ff_map.png
Scale bar: 20 um. Other sequential cells in the stronger grey, the rest of the logic in the fainter grey.
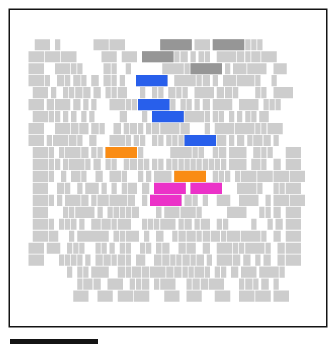
gates.png
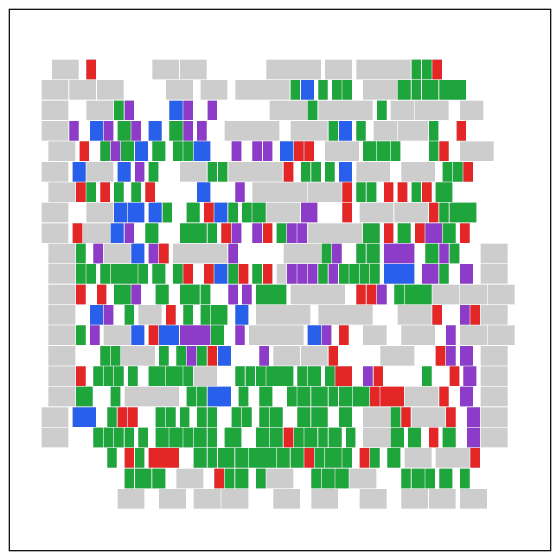
`config.mk`:
```
export PLATFORM = sky130hd
export DESIGN_NAME = ldl_round_wrr
export DESIGN_NICKNAME = d
export VERILOG_FILES = /design/src/rtl/ldl_round_pkg.sv /design/src/rtl/ldl_round_wrr_pick.sv /design/src/rtl/ldl_round_wrr.sv
export SDC_FILE = /design/constraint.sdc
export NUM_CORES = 1
export LEC_CHECK = 0
export ABC_AREA = 1
export ABC_CLOCK_PERIOD_IN_PS = 7500
export CORE_MARGIN = 4
export CORE_UTILIZATION = 52
export CTS_CLUSTER_SIZE = 24
export DETAILED_ROUTE_END_ITERATION = 8
export GPL_TIMING_DRIVEN = 1
export MAX_ROUTING_LAYER = met4
export PLACE_DENSITY = 0.9
export REMOVE_ABC_BUFFERS = 1
export SETUP_SLACK_MARGIN = 0.1
export SYNTH_ARGS = -nofsm -noshare
export SYNTH_HDL_FRONTEND = slang
export SYNTH_HIERARCHICAL = 1
export SYNTH_SLANG_ARGS = --single-unit
```
`constraint.sdc`:
```
create_clock -name clk -period 7.5 [get_ports clk]
set_input_delay 1.125 -clock clk [delete_from_list [all_inputs] [get_ports clk]]
set_output_delay 1.125 -clock clk [all_outputs]
set_load 0.01 [all_outputs]
```
`src/rtl/ldl_round_pkg.sv`:
```
// ldl_round_pkg: shared constants, FSM state type and helpers for the
// round-library arbiters.
//   MAX_REQ    - largest supported requester count
//   MAX_WGT_W  - widest weight field eff_weight() can carry
//   state_e    - handshake FSM states of ldl_round_wrr
//   eff_weight - maps a raw weight field to the beat budget actually used
//   wrap_inc   - index increment modulo an arbitrary (non-power-of-two) count
package ldl_round_pkg;

  localparam int MAX_REQ   = 256;
  localparam int MAX_WGT_W = 16;

  typedef enum logic [1:0] {
    ST_IDLE,    // no grant outstanding
    ST_GRANT,   // granted, more beats left in the budget
    ST_LAST,    // granted, current beat exhausts the budget
    ST_LOCKED   // grant held by lock, budget ignored
  } state_e;

  // A zero weight would starve its requester, so it is promoted to one beat.
  // In plain round-robin mode every grant is exactly one beat.
  function automatic logic [MAX_WGT_W-1:0] eff_weight(
    input logic [MAX_WGT_W-1:0] raw,
    input logic                 mode
  );
    if (!mode || raw == '0) return MAX_WGT_W'(1);
    return raw;
  endfunction

  function automatic int unsigned wrap_inc(
    input int unsigned idx,
    input int unsigned n
  );
    return (idx + 1 >= n) ? 0 : idx + 1;
  endfunction

endpackage

```
`src/rtl/ldl_round_wrr_pick.sv`:
```
// ldl_round_wrr_pick: combinational rotating-priority picker.
//   c     in  REQ_WIDTH  candidate vector
//   start in  BIN_WIDTH  highest-priority index (must be < REQ_WIDTH)
//   hit   out 1          at least one candidate is set
//   index out BIN_WIDTH  first set candidate at or after start, wrapping
// The candidate vector is duplicated and shifted down by start so that a
// plain lowest-bit priority encoder sees the rotated order; the offset is
// then added back modulo REQ_WIDTH, which keeps non-power-of-two counts
// from ever producing an index past the last requester.
module ldl_round_wrr_pick
  import ldl_round_pkg::*;
#(
  parameter int REQ_WIDTH = 8,
  parameter int BIN_WIDTH = $clog2(REQ_WIDTH)
) (
  input  logic [REQ_WIDTH-1:0] c,
  input  logic [BIN_WIDTH-1:0] start,
  output logic                 hit,
  output logic [BIN_WIDTH-1:0] index
);

  logic [2*REQ_WIDTH-1:0] dbl;
  logic [2*REQ_WIDTH-1:0] rot;
  logic [REQ_WIDTH-1:0]   low;
  logic [BIN_WIDTH-1:0]   offs;
  logic [BIN_WIDTH:0]     sum;

  // NOTE: every variable driven here gets a default first so no path leaves
  // it unassigned, which is what would otherwise infer a latch.
  always_comb begin
    dbl  = {c, c};
    rot  = dbl >> start;
    low  = rot[REQ_WIDTH-1:0];
    hit  = |low;
    offs = '0;
    for (int i = REQ_WIDTH - 1; i >= 0; i--) begin
      if (low[i]) offs = BIN_WIDTH'(i);
    end
    sum = {1'b0, start} + {1'b0, offs};
    if (sum >= (BIN_WIDTH + 1)'(REQ_WIDTH)) sum = sum - (BIN_WIDTH + 1)'(REQ_WIDTH);
    index = sum[BIN_WIDTH-1:0];
  end

endmodule

```
`src/rtl/ldl_round_wrr.sv`:
```
// ldl_round_wrr: registered weighted round-robin arbiter with a valid/ready
// grant interface.
//   clk    in  1                     rising-edge clock
//   rst    in  1                     synchronous reset, active-high
//   req    in  REQ_WIDTH             level-sensitive requests
//   en     in  REQ_WIDTH             per-requester enable for arbitration
//   weight in  REQ_WIDTH*WGT_WIDTH   flat per-requester beat budgets
//   lock   in  1                     hold current grant on handshake
//   ready  in  1                     consumer accepts current beat
//   valid  out 1                     grant valid
//   hot    out REQ_WIDTH             one-hot grant, zero when idle
//   bin    out BIN_WIDTH             encoded grant, holds when idle
//   last   out 1                     current beat ends this grant's budget
// A grant is kept while its requester stays requesting and enabled and either
// lock is high or budget remains; otherwise the picker searches from bin+1
// with bin itself lowest priority. Nothing moves while valid & ~ready, so a
// presented grant is never withdrawn.
module ldl_round_wrr
  import ldl_round_pkg::*;
#(
  parameter int REQ_WIDTH = 8,
  parameter int BIN_WIDTH = $clog2(REQ_WIDTH),
  parameter int WGT_WIDTH = 4,
  parameter int MODE      = 1
) (
  input  logic                           clk,
  input  logic                           rst,
  input  logic [REQ_WIDTH-1:0]           req,
  input  logic [REQ_WIDTH-1:0]           en,
  input  logic [REQ_WIDTH*WGT_WIDTH-1:0] weight,
  input  logic                           lock,
  input  logic                           ready,
  output logic                           valid,
  output logic [REQ_WIDTH-1:0]           hot,
  output logic [BIN_WIDTH-1:0]           bin,
  output logic                           last
);

  state_e                 state_q, state_d;
  logic [BIN_WIDTH-1:0]   bin_q,   bin_d;
  logic [WGT_WIDTH-1:0]   cnt_q,   cnt_d;
  logic [WGT_WIDTH-1:0]   wq_q,    wq_d;

  logic [BIN_WIDTH-1:0]   start;
  logic                   pick_hit;
  logic [BIN_WIDTH-1:0]   pick_idx;
  logic [WGT_WIDTH:0]     cnt_inc;
  logic                   below_budget;
  logic                   upd;
  logic                   keep;
  logic [MAX_WGT_W-1:0]   raw_w;
  logic [WGT_WIDTH-1:0]   wq_pick;
  logic [WGT_WIDTH:0]     next_inc;

  assign valid = (state_q != ST_IDLE);
  assign start = BIN_WIDTH'(wrap_inc(32'(bin_q), REQ_WIDTH));

  ldl_round_wrr_pick #(
    .REQ_WIDTH (REQ_WIDTH),
    .BIN_WIDTH (BIN_WIDTH)
  ) u_pick (
    .c     (req & en),
    .start (start),
    .hit   (pick_hit),
    .index (pick_idx)
  );

  // One extra bit so cnt + 1 cannot wrap before the budget compare.
  assign cnt_inc      = {1'b0, cnt_q} + 1'b1;
  assign below_budget = cnt_inc < {1'b0, wq_q};
  assign upd          = ~valid | ready;
  assign keep         = valid & ready & req[bin_q] & en[bin_q] & (lock | below_budget);

  always_comb begin
    raw_w                  = '0;
    raw_w[WGT_WIDTH-1:0]   = weight[int'(pick_idx)*WGT_WIDTH +: WGT_WIDTH];
    wq_pick                = WGT_WIDTH'(eff_weight(raw_w, MODE != 0));
  end

  always_comb begin
    state_d  = state_q;
    bin_d    = bin_q;
    cnt_d    = cnt_q;
    wq_d     = wq_q;
    next_inc = '0;
    if (upd) begin
      if (keep) begin
        // Under lock the counter saturates instead of wrapping, so a long
        // locked packet cannot fake an early budget-exhausted beat.
        if (lock && cnt_q == '1) cnt_d = cnt_q;
        else                     cnt_d = cnt_q + 1'b1;
        next_inc = {1'b0, cnt_d} + 1'b1;
        if (lock)                        state_d = ST_LOCKED;
        else if (next_inc >= {1'b0, wq_q}) state_d = ST_LAST;
        else                             state_d = ST_GRANT;
      end else if (pick_hit) begin
        bin_d   = pick_idx;
        cnt_d   = '0;
        wq_d    = wq_pick;
        state_d = (wq_pick == WGT_WIDTH'(1)) ? ST_LAST : ST_GRANT;
      end else begin
        state_d = ST_IDLE;
      end
    end
  end

  // NOTE: sequential state uses non-blocking assignments so every flop
  // samples the pre-edge values, independent of statement order.
  always_ff @(posedge clk) begin
    if (rst) begin
      state_q <= ST_IDLE;
      bin_q   <= '0;
      cnt_q   <= '0;
      wq_q    <= WGT_WIDTH'(1);
    end else begin
      state_q <= state_d;
      bin_q   <= bin_d;
      cnt_q   <= cnt_d;
      wq_q    <= wq_d;
    end
  end

  always_comb begin
    hot = '0;
    for (int i = 0; i < REQ_WIDTH; i++) begin
      hot[i] = valid && (bin_q == BIN_WIDTH'(i));
    end
  end

  assign bin  = bin_q;
  assign last = valid & ~lock & ~below_budget;

endmodule

```
==> results.json <==
{
  "worstSetupPathDepth": 26,
  "min_to": "wq_q[2]",
  "cts_max_level": 1,
  "met2_usage": 0.380,
  "final_antenna_net_count": 0,
  "synthAdderAreaFrac": 0.110,
  "cts.sinks": 13,
  "clkSlewWorstSetupHoldPaths_ps": 50,
  "ff2ff_setup_slack_ps": 3170,
  "portBuffers": 64,
  "grt_pass1_wl_mm": 8.96,
  "clockRootBuffer": "clkbuf_8",
  "r2r_start": "bin[0]",
  "status": "complete, no violations",
  "max-slew-margin-rel": 0.534,
  "fp.dieW_um": 71.8,
  "rr_worst_depth": 26,
  "critPathMaxStageDelay_ps": 640,
  "die_area_um2": 5160,
  "fill_cells": 339,
  "r2r_end": "state_q[0]",
  "cts_tree": "done",
  "grt_use_total": 0.210,
  "top_cell_area_share": 0.206,
  "grtUsageMet1": 0.265,
  "routed_wl_mm": 5.35,
  "postSynthCellCount": 375,
  "rsz0062_at_grt": "false",
  "overflow": 0,
  "ys_sh_simple": 0.510,
  "cp.buffers_inverters": 6,
  "dp_hpwl_mm": 4.50,
  "die_h_um": 71.8,
  "finalHoldViolCount": 0,
  "cap_viol_max_count": 0,
  "antenna_found_initial": 0,
  "nets": 504,
  "arrival_ps": 4460,
  "ys_cells": 375,
  "clockBufferDepth": 2
}
Notes on ff_map.png above:
| colour | netlist name | placed flops |
|---|---|---|
| magenta | bin | 3 |
| blue | wq_q | 4 |
| orange | state_q | 2 |

Notes on gates.png above:
| colour | family | cells | most used |
|---|---|---|---|
| green | nand cells | 185 | nand2_1 |
| purple | nor cells | 53 | nor2_1 |
| red | inv cells | 61 | inv_1 |
| blue | aoi and oai cells | 28 | o21ai_0 |

## Yosys cell counts (all sizes together)
master,number
nand4,3
o22ai,2
nor3,6
dfxtp,13
inv,61
nand2,129
a21oi,6
xnor2,2
xor2,2
o21bai,1
o21ai,18
clkbuf,1
a31o,1
and2,1
a21boi,1
nand3,52
mux2,1
nor2,47
fa,1
nand3b,1
ha,17
buf,9
## final cells by class
type / count / area (um^2) / area share
timing repair buffer: 64 / 641 / 0.231
tap: 48 / 60.1 / 0.0216
multi-input combinational: 291 / 1530 / 0.550
inverter: 61 / 244 / 0.0878
sequential: 13 / 260 / 0.0937
clock buffer: 4 / 45.0 / 0.0162
## metal layers
| layer | wire [um] | up-vias |
|---|---|---|
| li1 | - | 1295 |
| met1 | 2520 | 1056 |
| met2 | 2520 | 72 |
| met3 | 293 | 2 |
| met4 | 17 | 0 |
| met5 | 0 | - |
## cell usage in the layout (no fill, tap or decap), drive strengths merged
cell / n
nor2: 47
nand3b: 1
nand2: 129
o21bai: 1
a31o: 1
a21oi: 6
o21ai: 18
nand3: 52
clkdlybuf4s50: 64
xnor2: 2
ha: 17
dfxtp: 13
mux2: 1
o22ai: 2
fa: 1
a21boi: 1
nor3: 6
nand4: 3
clkbuf: 4
and2: 1
inv: 61
xor2: 2
## worst max-delay path by stage
| stage | start | end | slack, ps |
|---|---|---|---|
| 2_1_floorplan | bin[0] | state_q[0] | 3800 |
| 3_3_place_gp | en[4] | state_q[0] | 3220 |
| 3_5_place_dp | en[4] | state_q[0] | 3020 |
| 4_1_cts | bin[0] | state_q[0] | 3200 |
| 5_1_grt | bin[0] | state_q[0] | 2790 |
| 6_report | bin[0] | state_q[0] | 3170 |
## sequential cells by signal (all words and copies together) (netlist names)
register and flops:
bin 3, cnt_q 4, state_q 2, wq_q 4
